met2.png
Cells faint in the background.
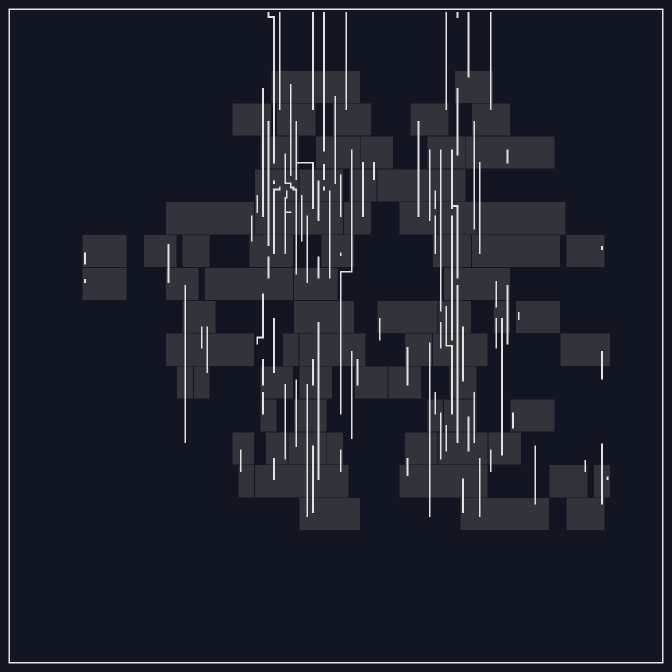
cell_classes.png
Scale bar: 20 µm.
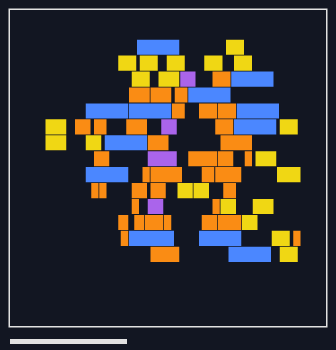
gate_families.png
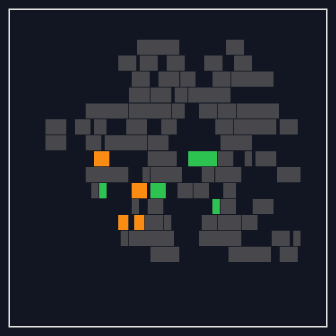
clock_map.png
Scale bar: 20 µm.
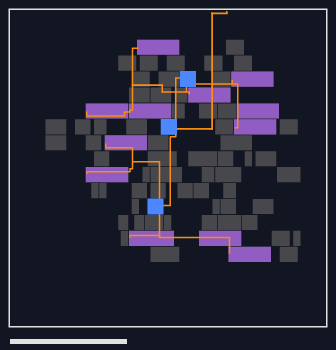
Design decoder_seq, sky130hd; sources not shown.
==> results.sh <==
# source this file to load flow results
export IMPL_startpoint_type="flip-flop"
export IMPL_hold_violations=0
export IMPL_seqPwrFrac_pct=46.0
export IMPL_synth_area_top_cells="dfxtp_1, a32o_1, a22o_1"
export IMPL_gp_congestion=0.683
export IMPL_ys_cells=49
export IMPL_areaGrowthSynthToFinish_pct=48.3
export IMPL_top_area_cell="dfxtp_1"
export IMPL_p_comb_share_pct=19.5
export IMPL_yosys_area_um2=528
export IMPL_p_leak_uw=0.000356
export IMPL_totalPowerFinal_uw=737
export IMPL_finalSetupViolations=0
export IMPL_synthAoiAreaFrac_pct=25.4
export IMPL_grt_pass1_wl_um=1680
export IMPL_crit_fanout=4
export IMPL_min_path_cells=1
export IMPL_hp_class="flip-flop to flip-flop"
export IMPL_sw_frac_of_total_pct=25.6
export IMPL_post_drt_wl_per_cell_um=10.3
export IMPL_die_width_um=54.0
export IMPL_drc=0
export IMPL_holdWs_ns=0.479
export IMPL_drt_initial_drc_count=5
export IMPL_ys_sh_simple_pct=19.0
export IMPL_cp_data_arrival_time_ns=1.11
export IMPL_routed_via_density=4.30
export IMPL_status="completed"
export IMPL_cp_cell_sequence="inv_1, ha_2, nand2b_4, buf_6"
export IMPL_r2r_cells=7
export IMPL_postRouteAntennaNets=0
export IMPL_top_logic_kind="AND-OR/OR-AND gates"
export IMPL_p_int_uw=548
export IMPL_post_route_period_util_pct=93.9
export IMPL_drv_cap=0
export IMPL_ios=18
export IMPL_grt_max_degree=9
export IMPL_h_tree_depth=1
export IMPL_synthesis_area_um2=528
export IMPL_io_buffers=16
export IMPL_num_nets_final=82
export IMPL_timing_setup_tns_ns=0
export IMPL_cts_tree="yes"
export IMPL_ys_sh_adder_pct=2.37
export IMPL_antenna_found_initial=0
export IMPL_place_detailed_hpwl_um=819
export IMPL_place_area_um2=746
export IMPL_path_clk_slew_ns=0.08
Back to the opening pictures, met2.png:
The layer carries 473 µm of wire. The longest straight run is 14.3 µm. The wires run mostly vertical. 69 nets have wire on it. The layer holds 45% of the routed length.
vias: 434
M2 GR Usage: 12.1%
overall routed net length: 1050 µm

Back to the opening pictures, cell_classes.png:
Key: all other logic = orange [cells 37]; flops = blue [cells 12]; other buffers and delay cells = yellow [cells 21]; clock drivers and dummy loads = purple [cells 4]
post-route cell area: 783 µm²
# rows: 16
core area: 1980 µm²
flop share of the area: 30.8%
Final Util: 39.5%

Back to the opening pictures, gate_families.png:
Key: NAND gates = green [cells 4, where center]; inverting AOI/OAI gates = orange [cells 4]
multi-input logic portion of the cell area: 34.2%
Commonest Layout Cell: dfxtp_1
Finished Layout Cells: 101

Back to the opening pictures, clock_map.png:
Key: clock wires = orange [length 164 µm]; cells driving clock nets = blue [count 3]; flip-flops = purple [count 12]
There are 4 routed clock nets.
clock share of power: 34.5%
P_clk: 254 µW
skew final: 0.00123 ns
Insertion Delay late pin: 0.27 ns

==> stage by stage <==
stage / std cells / utilization, %
after floorplan: 50 / -
after global placement: 96 / 37.6
after detailed placement: 96 / 37.6
after CTS: 100 / 38.9
after global routing: 101 / 39.5
final: 101 / 39.5
==> power by group through the flow <==
stage,logic (µW),registers [µW],clock network (µW)
6_report,143,339,254
5_1_grt,156,341,290
4_1_cts,142,340,267
3_5_place_dp,147,347,0
3_3_place_gp,146,347,0
2_1_floorplan,68.6,367,0
==> synth_stat cells <==
master and n:
o21a_1 1, inv_1 3, o21ai_0 1, a22o_1 4, nor2b_4 1, nand3b_1 1, o211ai_1 1, nor3b_2 1
and2_1 1, nand2_1 2, nor2b_1 2, ha_1 1, buf_4 1, a32o_1 4, xnor2_1 1, a21boi_1 1
o221a_2 1, inv_4 1, a21oi_1 1, conb_1 2, nor2_1 1, o21a_4 1, dfxtp_1 12, and2_2 1
and3_2 1, nand2b_4 1, and2b_1 1
==> area by class of cell <==
type / instances / area [µm²]
inverter: 4 / 17.5
timing repair buffer: 21 / 186
clock buffer: 4 / 36.3
tap: 27 / 33.8
multi-input combinational: 33 / 268
sequential: 12 / 241
fill: 203 / 1200
==> timing repair <==
item	CTS	global route
setup endpoints to repair	11	1
hold buffers	0	0
gates cloned	0	0
gates resized	11	2
setup buffers	0	1
==> worst register-to-register path, delay by kind of cell (launching register included) <==
kind	cells	cell delay [ns]
fa+ha+maj	1	0.17
simple gates	1	0.14
flops	1	0.33
buf+inv	3	0.22
compound gates	2	0.46
==> metal layers <==
layer	up-vias	wire length, µm	global-route usage (%)
met5	-	0	-
met4	0	19	7.66
met1	192	472	10.2
met3	2	80	2.49
li1	223	-	-
met2	17	472	12.1
Power and IR drop assume default switching activity.
